$ cat src/rtl/hazard_ctrl.sv
// Pipeline hazard controller: operand forwarding, load-use / redirect / memory-wait
// stall and flush generation, memory timeout flag and saturating perf counters.
module hazard_ctrl #(
    parameter int MEM_TIMEOUT = 255
) (
    input  logic        clk,
    input  logic        rst_n,
    input  logic [4:0]  Rs1D,
    input  logic [4:0]  Rs2D,
    input  logic [4:0]  Rs1E,
    input  logic [4:0]  Rs2E,
    input  logic [4:0]  RdE,
    input  logic [4:0]  RdM,
    input  logic [4:0]  RdW,
    input  logic        RegWriteM,
    input  logic        RegWriteW,
    input  logic        ResultSrcE,
    input  logic        PCSrcE,
    input  logic        MemReqM,
    input  logic        MemReadyM,
    output logic [1:0]  ForwardAE,
    output logic [1:0]  ForwardBE,
    output logic        StallF,
    output logic        StallD,
    output logic        StallE,
    output logic        StallM,
    output logic        FlushD,
    output logic        FlushE,
    output logic        FlushW,
    output logic        mem_timeout,
    output logic [15:0] stall_cnt,
    output logic [15:0] flush_cnt
);

    typedef enum logic {
        RUN      = 1'b0,
        MEM_WAIT = 1'b1
    } state_t;

    localparam logic [7:0] TO_LIMIT = 8'(MEM_TIMEOUT);

    state_t      state_q, state_d;
    logic [7:0]  to_cnt_q, to_cnt_d;
    logic        mem_timeout_q, mem_timeout_d;
    logic [15:0] stall_cnt_q, stall_cnt_d;
    logic [15:0] flush_cnt_q, flush_cnt_d;

    logic mem_stall, load_use, redirect, stall_f_int;

    // The wait ends in the cycle memory reports ready, so that cycle already advances.
    assign mem_stall   = (MemReqM && !MemReadyM) || (state_q == MEM_WAIT && !MemReadyM);
    assign load_use    = ResultSrcE && (RdE != 5'd0) && ((RdE == Rs1D) || (RdE == Rs2D));
    assign redirect    = PCSrcE && !mem_stall;
    assign stall_f_int = mem_stall || (!redirect && load_use);

    always_comb begin
        ForwardAE = 2'b00;
        ForwardBE = 2'b00;
        if (rst_n) begin
            if (RegWriteM && (RdM != 5'd0) && (RdM == Rs1E))      ForwardAE = 2'b10;
            else if (RegWriteW && (RdW != 5'd0) && (RdW == Rs1E)) ForwardAE = 2'b01;
            if (RegWriteM && (RdM != 5'd0) && (RdM == Rs2E))      ForwardBE = 2'b10;
            else if (RegWriteW && (RdW != 5'd0) && (RdW == Rs2E)) ForwardBE = 2'b01;
        end
    end

    always_comb begin
        StallF = 1'b0;
        StallD = 1'b0;
        StallE = 1'b0;
        StallM = 1'b0;
        FlushD = 1'b0;
        FlushE = 1'b0;
        FlushW = 1'b0;
        if (!rst_n) begin
            FlushD = 1'b1;
            FlushE = 1'b1;
            FlushW = 1'b1;
        end else if (mem_stall) begin
            StallF = 1'b1;
            StallD = 1'b1;
            StallE = 1'b1;
            StallM = 1'b1;
            FlushW = 1'b1;
        end else if (redirect) begin
            FlushD = 1'b1;
            FlushE = 1'b1;
        end else if (load_use) begin
            StallF = 1'b1;
            StallD = 1'b1;
            FlushE = 1'b1;
        end
    end

    always_comb begin
        state_d = state_q;
        case (state_q)
            RUN:      if (MemReqM && !MemReadyM) state_d = MEM_WAIT;
            MEM_WAIT: if (MemReadyM)             state_d = RUN;
            default:                             state_d = RUN;
        endcase
    end

    always_comb begin
        to_cnt_d = 8'd0;
        if (state_q == MEM_WAIT) to_cnt_d = (to_cnt_q == 8'hFF) ? to_cnt_q : to_cnt_q + 8'd1;
        mem_timeout_d = mem_timeout_q || (to_cnt_d == TO_LIMIT && state_q == MEM_WAIT);
        stall_cnt_d = stall_cnt_q;
        if (stall_f_int && stall_cnt_q != 16'hFFFF) stall_cnt_d = stall_cnt_q + 16'd1;
        flush_cnt_d = flush_cnt_q;
        if (redirect && flush_cnt_q != 16'hFFFF) flush_cnt_d = flush_cnt_q + 16'd1;
    end

    always_ff @(posedge clk or negedge rst_n) begin
        if (!rst_n) begin
            state_q       <= RUN;
            to_cnt_q      <= 8'd0;
            mem_timeout_q <= 1'b0;
            stall_cnt_q   <= 16'd0;
            flush_cnt_q   <= 16'd0;
        end else begin
            state_q       <= state_d;
            to_cnt_q      <= to_cnt_d;
            mem_timeout_q <= mem_timeout_d;
            stall_cnt_q   <= stall_cnt_d;
            flush_cnt_q   <= flush_cnt_d;
        end
    end

    assign mem_timeout = mem_timeout_q;
    assign stall_cnt   = stall_cnt_q;
    assign flush_cnt   = flush_cnt_q;

endmodule

$ cat config.mk
export PLATFORM = sky130hd
export DESIGN_NAME = hazard_ctrl
export DESIGN_NICKNAME = d
export VERILOG_FILES = /design/src/rtl/hazard_ctrl.sv
export SDC_FILE = /design/constraint.sdc
export NUM_CORES = 1
export LEC_CHECK = 0
export CAP_MARGIN = 40
export CORE_MARGIN = 1.5
export CORE_UTILIZATION = 35
export DETAILED_ROUTE_END_ITERATION = 16
export PLACE_DENSITY = 0.75
export SLEW_MARGIN = 20
export SYNTH_ARGS = -nofsm -noshare
export SYNTH_HDL_FRONTEND = slang
export SYNTH_SLANG_ARGS = --single-unit
$ cat constraint.sdc
create_clock -name clk -period 2.62 [get_ports clk]
set_input_delay 0.524 -clock clk [delete_from_list [all_inputs] [get_ports clk]]
set_output_delay 0.524 -clock clk [all_outputs]
set_load 0.005 [all_outputs]
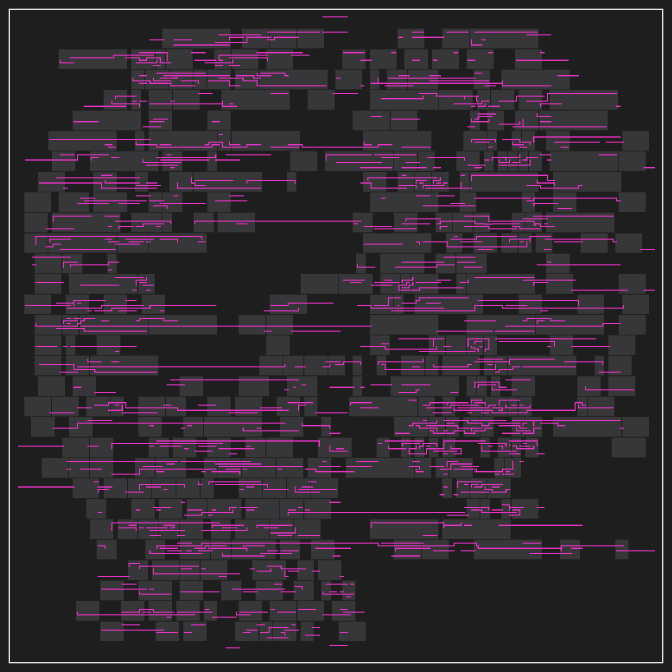
Run 1: met1 routing
main direction: horizontal
longest straight run: 38.6 µm
wire length on this layer: 2700 µm
nets with wire on the layer: 350
Routed Wire Length: 6192 µm
met1 Usage GRT: 0.2148
Via Count: 2189

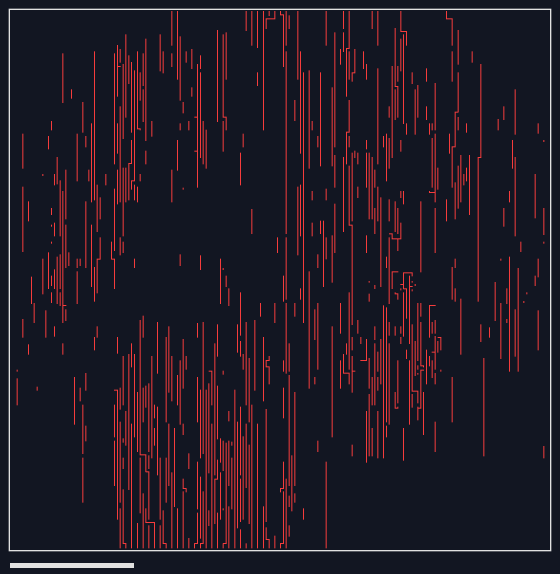
Run 1: metal 2
Scale bar: 20 µm.
main direction: vertical
share of all routed wire: 49%
longest straight run: 40.1 µm
wire length on this layer: 3050 µm
nets with wire on the layer: 354
GR Util met2: 0.2855

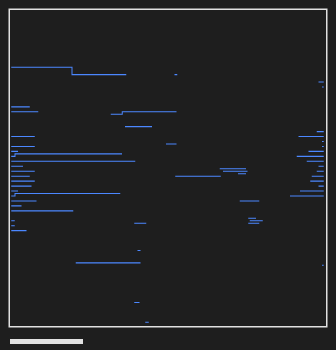
Run 1: the metal 3 layer
Scale bar: 20 µm.
wire length on this layer: 355 µm
share of all routed wire: 5.7%
nets with wire on the layer: 49
longest straight run: 33.8 µm
met3 usage: 0.04667

==> run_results.csv, run 1 <==
group,metric,value,unit
yosys,ys_ff,42,
placement,numPortBuffers,86,
worst_setup_path,r2r_start,"flush_cnt[7]$_DFFE_PN0P_",
drt,wl_met2,3053,µm
drt,drt_iter0_markers,58,
yosys,ys_chip_area,2456,µm²
worst_setup_path,endpoint,"ForwardAE[0]",
cells_and_area,register_area,1051,µm²
cells_and_area,sh_seq_area,0.2803,
power_and_ir_drop,p_leak,1.607,nW
floorplan,die_w,86.77,µm
clock_network,clk_pin_slew,80,ps
worst_setup_path,r2r-end,"flush_cnt[9]$_DFFE_PN0P_",
global_route,grtUsageTotal,0.1704,
placement,hpwlAfterDp,4896,µm
yosys,top_cells_by_count,"46 x xnor2_1, 42 x dfrtp_1, 27 x nand2_1",
power_and_ir_drop,pg_clk,0.412,mW
clock_network,cts_buffers,5,
power_and_ir_drop,ir_drop,0.0004007,V
power_and_ir_drop,internal-power,1.298,mW
worst_setup_path,cp_max_fo,2,
floorplan,boundaryPins,87,
cells_and_area,clk_share,0.02302,
cells_and_area,fin_cells,460,
cells_and_area,lay_top_count,"clkdlybuf4s50_1",
drt,wire_per_inst,13.46,µm
run_status,status,"complete, no violations",
drt,drtPass1Iterations,5,
timing,fmax,387.3,MHz
floorplan,fp-utilization,0.3615,
cells_and_area,syn_to_final_growth,52.67,%
yosys,most_common_cell,"xnor2_1",
timing,final.min_clock_period,2582,ps
power_and_ir_drop,p_sw_frac,0.3012,
worst_setup_path,crit_type,"in2out",
worst_setup_path,cp.depth,5,
worst_setup_path,crit_path_end_kind,"output port",
yosys,aoi_share,0.06368,
clock_network,worstSkewPairLatency,290,ps
job,warnings,27,
timing,finalSetupViolCount,0,
yosys,synth_stat.cells,248,
cells_and_area,nClkBuffers,6,
clock_network,holdBufCountCts,0,
yosys,syn_inst,248,
timing,final-max-slew-violation-count,0,
global_route,grt_pass1_wl,10090,µm
worst_setup_path,critPathTopFamily,"simple AND/OR/NAND/NOR gates",
worst_setup_path,crit_path_start_kind,"input pin",
power_and_ir_drop,combPwrFrac,0.310,
timing,hold_viol,0,
clock_network,ctsHtreeMaxLevel,2,
cells_and_area,layout_top_cells,"57 x clkdlybuf4s50_1, 46 x xnor2_1, 42 x dfrtp_1, 27 x buf_4, 26 x nand2_1",
power_and_ir_drop,p_clk_frac,0.222,
yosys,mux_share,0.01732,
## run 1: what timing repair did
action	4_1_cts	5_1_grt
resized	48	16
pin swaps	10	7
setup buffers	1	1
setup endpoints to repair	9	5
## run 1: metrics by stage
stage | utilization | cell area (µm²) | setup TNS (ps) | power [mW] | setup WS (ps)
6_report | 0.5519 | 3750 | 0 | 1.857 | 38.21
5_1_grt | 0.5519 | 3750 | -9.703 | 1.978 | -9.703
4_1_cts | 0.5468 | 3715 | 0 | 1.877 | 14.04
3_5_place_dp | 0.5284 | 3590 | -3333 | 1.455 | -578.8
3_3_place_gp | 0.5284 | 3590 | -3048 | 1.440 | -530.4
2_1_floorplan | - | 2456 | 0 | 1.086 | 402.2
==> run 2: changes to the inputs <==
==> constraint.sdc (replaced) <==
create_clock -name clk -period 2.62 [get_ports clk]
set_input_delay 0.393 -clock clk [delete_from_list [all_inputs] [get_ports clk]]
set_output_delay 0.393 -clock clk [all_outputs]
set_load 0.005 [all_outputs]
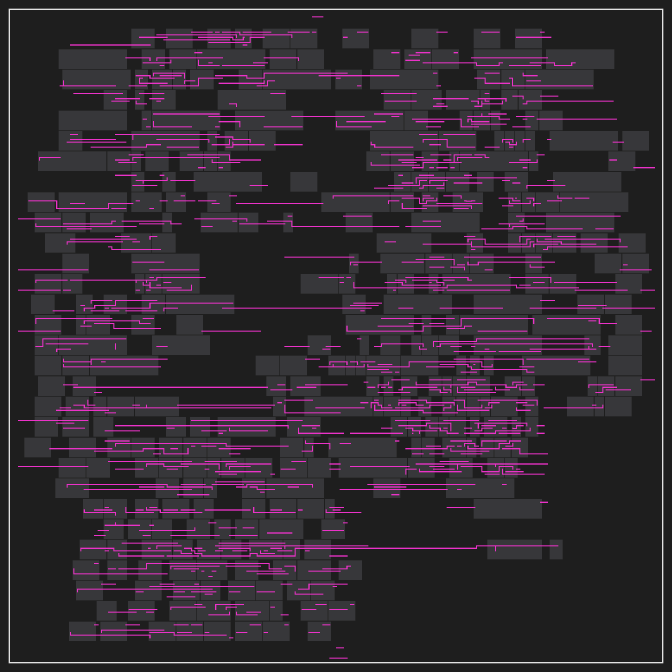
Run 2: met1 routing
share of all routed wire: 46%
wire length on this layer: 2850 µm
longest straight run: 25.8 µm

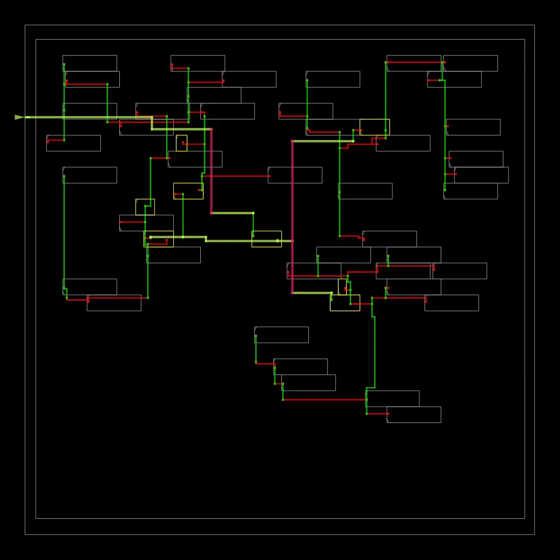
Run 2: the clock network
flop count: 42
Clock Sinks: 42
insertion delay at the late pin of the worst-skew pair: 290 ps
clock-net power: 0.416 mW
CLK BUF: 6

==> run_results.csv, run 2 <==
group,metric,value,unit
worst_setup_path,cp.depth,6,
timing,final.min_clock_period,2549,ps
yosys,synthTopCellsByArea,"dfrtp_1 43%, xnor2_1 16%, xor2_1 5.7%, nand2_1 4.1%, nand3_1 3.7%",
yosys,top_cells_by_count,"46 x xnor2_1, 42 x dfrtp_1, 27 x nand2_1",
yosys,ys_chip_area,2456,µm²
yosys,ys_ff,42,
yosys,synth_nets,294,
drt,drt_iter0_markers,97,
power_and_ir_drop,internal-power,1.299,mW
worst_setup_path,endpoint,"ForwardBE[0]",
cells_and_area,fin_cells,449,
cells_and_area,lay_top_count,"clkdlybuf4s50_1",
power_and_ir_drop,p_leak,1.568,nW
timing,fmax,392.3,MHz
power_and_ir_drop,p_clk_frac,0.224,
placement,pre_cts_ws,-313.2,ps
global_route,use_met1,0.2277,
global_route,grtUsageTotal,0.1697,
worst_setup_path,rrSetupSlack,640,ps
worst_setup_path,crit_path_start_kind,"input pin",
placement,hpwlAfterDp,4783,µm
floorplan,die_w,86.77,µm
clock_network,clk_pin_slew,90,ps
worst_setup_path,cp_max_fo,2,
timing,finalSetupViolCount,0,
worst_setup_path,crit_type,"in2out",
worst_setup_path,r2r-end,"flush_cnt[9]$_DFFE_PN0P_",
run_status,status,"complete, no violations",
cells_and_area,syn_to_final_growth,51.45,%
global_route,grt_use_met3,0.04667,
drt,drtPass1Iterations,4,
yosys,synth_stat.cells,248,
power_and_ir_drop,p_sw_frac,0.3023,
yosys,xor_area_frac,0.2211,
drt,antenna_left,0,
timing,hold_viol,0,
global_route,grt_pass1_wl,9991,µm
power_and_ir_drop,p_total,1.861,mW
job,warnings,27,
global_route,top_usage_layer,"met2",
yosys,syn_inst,248,
yosys,mux_share,0.01732,
timing,postLayoutSetupSlackWorst,71.24,ps
worst_setup_path,cp_cell_sequence,"clkdlybuf4s50_1, buf_4, xor2_1, or4_4, nor4_2, clkdlybuf4s15_1",
yosys,aoi_share,0.06368,
power_and_ir_drop,p_switching,0.5628,mW
clock_network,holdBufCountCts,0,
yosys,most_common_cell,"xnor2_1",
clock_network,postCtsSetupBuffers,0,
drt,wire_per_inst,13.84,µm
cells_and_area,layout_top_cells,"73 x clkdlybuf4s50_1, 45 x xnor2_1, 42 x dfrtp_1, 26 x nand2_1, 18 x nand3_1",
clock_network,ctsResizeCount,12,
worst_setup_path,r2r_start,"flush_cnt[7]$_DFFE_PN0P_",
timing,rsz0062_at_grt,"no",
placement,numPortBuffers,86,
power_and_ir_drop,combPwrFrac,0.309,
clock_network,clk_path_buf_depth,2,
yosys,synth_cell_types,37,
timing,finalSetupTns,0,ps
global_route,grt_use_met2,0.2699,
power_and_ir_drop,ir_drop,0.0003647,V
drt,wl_met2,3021,µm
floorplan,fp-utilization,0.3615,
worst_setup_path,critPathTopFamily,"buffers and inverters",
clock_network,cts_buffers,5,
yosys,syn_avg_cell_area,9.904,µm²
clock_network,ctsHtreeMaxLevel,2,
timing,final-max-slew-violation-count,0,
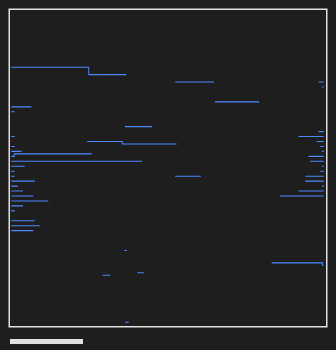
Run 2: the metal 3 layer
Scale bar: 20 µm.
wire length on this layer: 284 µm
main direction: horizontal
longest straight run: 35.6 µm
Via Count: 2170
Routed Wire Length: 6212 µm

==> run 2: final cells by class <==
class                   count  area (µm²)  share of cell area
inverters                   4       15.01            0.004036
clock buffers               6       72.57             0.01951
clock inverters             2       13.76            0.003700
flip-flops and latches     42        1051              0.2825
multi-input cells         196        1438              0.3865
repair buffers            103        1010              0.2714
well taps                  96       120.1             0.03229
==> run 2: metrics by stage <==
stage	cell area (µm²)	util
6_report	3720	0.5475
5_1_grt	3720	0.5475
4_1_cts	3641	0.5359
3_5_place_dp	3547	0.5221
3_3_place_gp	3547	0.5221
2_1_floorplan	2456	-
==> run 2: worst register-to-register path, delay by kind of cell, from the launching register on <==
family           cells  cell delay, ps
AND/OR/NAND/NOR      5            1040
flip-flops           1             440
XOR/XNOR             1             140
AND-OR/OR-AND        1             260
==> run 3: changes to the inputs <==
--- a/config.mk
+++ b/config.mk
@@ -9,7 +9,7 @@
 export CORE_MARGIN = 1.5
 export CORE_UTILIZATION = 35
 export DETAILED_ROUTE_END_ITERATION = 16
-export PLACE_DENSITY = 0.75
+export PLACE_DENSITY = 0.77
 export SLEW_MARGIN = 20
 export SYNTH_ARGS = -nofsm -noshare
 export SYNTH_HDL_FRONTEND = slang
==> constraint.sdc (replaced) <==
create_clock -name clk -period 2 [get_ports clk]
set_input_delay 0.3 -clock clk [delete_from_list [all_inputs] [get_ports clk]]
set_output_delay 0.3 -clock clk [all_outputs]
set_load 0.005 [all_outputs]
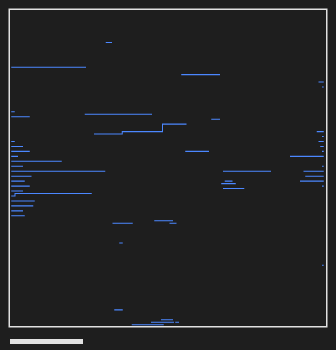
Run 3: the metal 3 layer
Scale bar: 20 µm.
wire length on this layer: 289 µm
share of all routed wire: 4.4%
longest straight run: 25.5 µm
met3 usage: 0.04381
Routed Wire Length: 6627 µm
Via Count: 2291

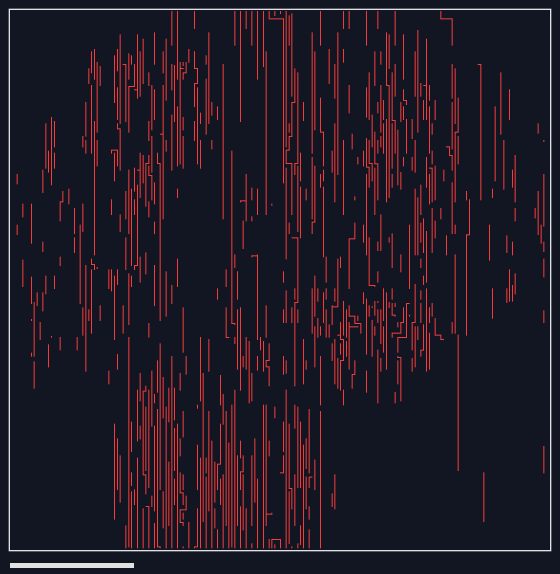
Run 3: metal 2
Scale bar: 20 µm.
main direction: vertical
longest straight run: 33.7 µm
wire length on this layer: 3270 µm
GR Util met2: 0.3040

==> run_results.csv, run 3 <==
group,metric,value,unit
run_status,status,"complete, no violations",
global_route,use_met1,0.2263,
cells_and_area,stdcell_area,3901,µm²
cells_and_area,syn_to_final_growth,58.84,%
drt,wl_met2,3269,µm
cells_and_area,buffer_area_frac,0.2976,
global_route,grtUsageTotal,0.1775,
yosys,most_common_cell,"xnor2_1",
cells_and_area,comb_share,0.3759,
yosys,syn_inst,248,
cells_and_area,num-nonclk-buffers,132,
floorplan,die_w,86.77,µm
floorplan,n_tap_cell,96,
yosys,ys_chip_area,2456,µm²
cells_and_area,fin_cells,478,
placement,hpwlAfterDp,5195,µm
yosys,synth_stat.cells,248,
drt,antenna_left,0,
floorplan,fp-utilization,0.3615,
timing,final.min_clock_period,1992,ps
power_and_ir_drop,p_leak,1.710,nW
power_and_ir_drop,power-top-group,"sequential cells",
worst_setup_path,rrSetupSlack,100,ps
power_and_ir_drop,p_switching,0.7554,mW
global_route,grt_pass1_wl,10540,µm
timing,final-max-slew-violation-count,0,
worst_setup_path,crit_start,"Rs2E[3]",
power_and_ir_drop,p_clk_frac,0.213,
timing,rsz0062_at_grt,"no",
job,warnings,27,
global_route,top_usage_layer,"met2",
clock_network,ctsResizeCount,83,
power_and_ir_drop,p_total,2.505,mW
clock_network,clk_path_buf_depth,2,
cells_and_area,nMultiInputCombCells,196,
yosys,ys_ff,42,
worst_setup_path,r2r_start,"flush_cnt[9]$_DFFE_PN0P_",
yosys,syn_avg_cell_area,9.904,µm²
cells_and_area,flops,42,
worst_setup_path,endpoint,"ForwardBE[0]",
timing,finalSetupViolCount,0,
drt,via_per_inst,4.793,
yosys,synth_nets,294,
global_route,antenna_found_initial,0,
worst_setup_path,cp_max_fo,2,
worst_setup_path,r2r-end,"flush_cnt[5]$_DFFE_PN0P_",
worst_setup_path,worstPathArrival,1690,ps
placement,pre_cts_ws,-762.6,ps
cells_and_area,register_area,1052,µm²
timing,finalSetupTns,0,ps
drt,drtPass1Iterations,4,
cells_and_area,lay_top_count,"clkdlybuf4s50_1",
worst_setup_path,crit_path_end_kind,"output port",
drt,drt_iter0_markers,66,
clock_network,clk_pin_slew,80,ps
cells_and_area,comb_area,1466,µm²
power_and_ir_drop,p_sw_frac,0.3016,
floorplan,boundaryPins,87,
timing,fmax,502.0,MHz
cells_and_area,postLayoutCoreUtil,0.5742,
yosys,synth.yosys.seq_area_share,0.4279,
worst_setup_path,crit_type,"in2out",
clock_network,clkSinkCount,42,
cells_and_area,layout_top_cells,"49 x clkdlybuf4s50_1, 45 x xnor2_1, 41 x buf_4, 41 x dfrtp_1, 24 x nand2_1",
clock_network,holdBufCountCts,0,
cells_and_area,sh_seq_area,0.2697,
yosys,synth_cell_types,37,
clock_network,postCtsSetupBuffers,0,
power_and_ir_drop,ir_drop,0.0005821,V
clock_network,ctsHtreeMaxLevel,2,
timing,postLayoutSetupSlackWorst,7.912,ps
placement,numPortBuffers,86,
cells_and_area,inverters,4,
cells_and_area,clk_share,0.02213,
timing,hold_viol,0,
drt,wire_per_inst,13.86,µm
cells_and_area,nClkBuffers,6,
yosys,synthTopCellsByArea,"dfrtp_1 43%, xnor2_1 16%, xor2_1 5.7%, nand2_1 4.1%, nand3_1 3.7%",
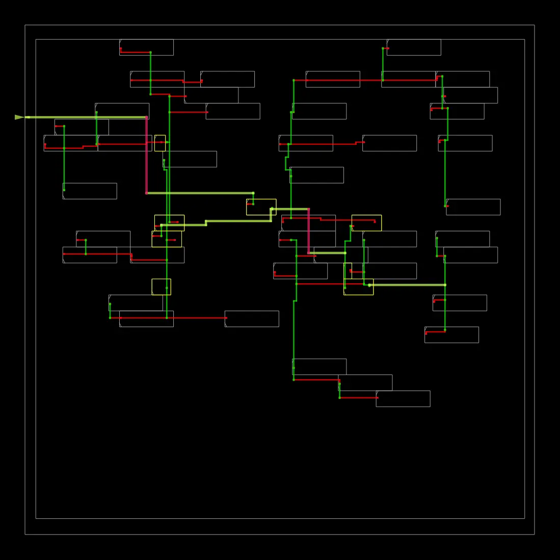
Run 3: the clock network
clock buffer count from CTS: 5
insertion delay at the late pin of the worst-skew pair: 280 ps
skew final: 8.217 ps
clock-net power: 0.533 mW

==> run 3: worst max-delay path, cell delays in order <==
cell and delay, ps:
dlygate4sd2_1 260, xor2_1 140, or4_1 530, nor4_1 290, buf_2 160
==> run 3: kinds of logic (layout without fill, tap and decap cells) <==
group                    after synthesis  after routing  synth area share
AND-OR/OR-AND                         22             22           0.06368
XOR/XNOR                              62             62            0.2211
adder cells (fa/ha/maj)                3              3           0.01528
buffers and inverters                 10            144           0.02139
flip-flops                            42             42            0.4279
multiplexers                           4              4           0.01732
AND/OR/NAND/NOR                      105            105            0.2333
Power is estimated from default activity; no workload was simulated.
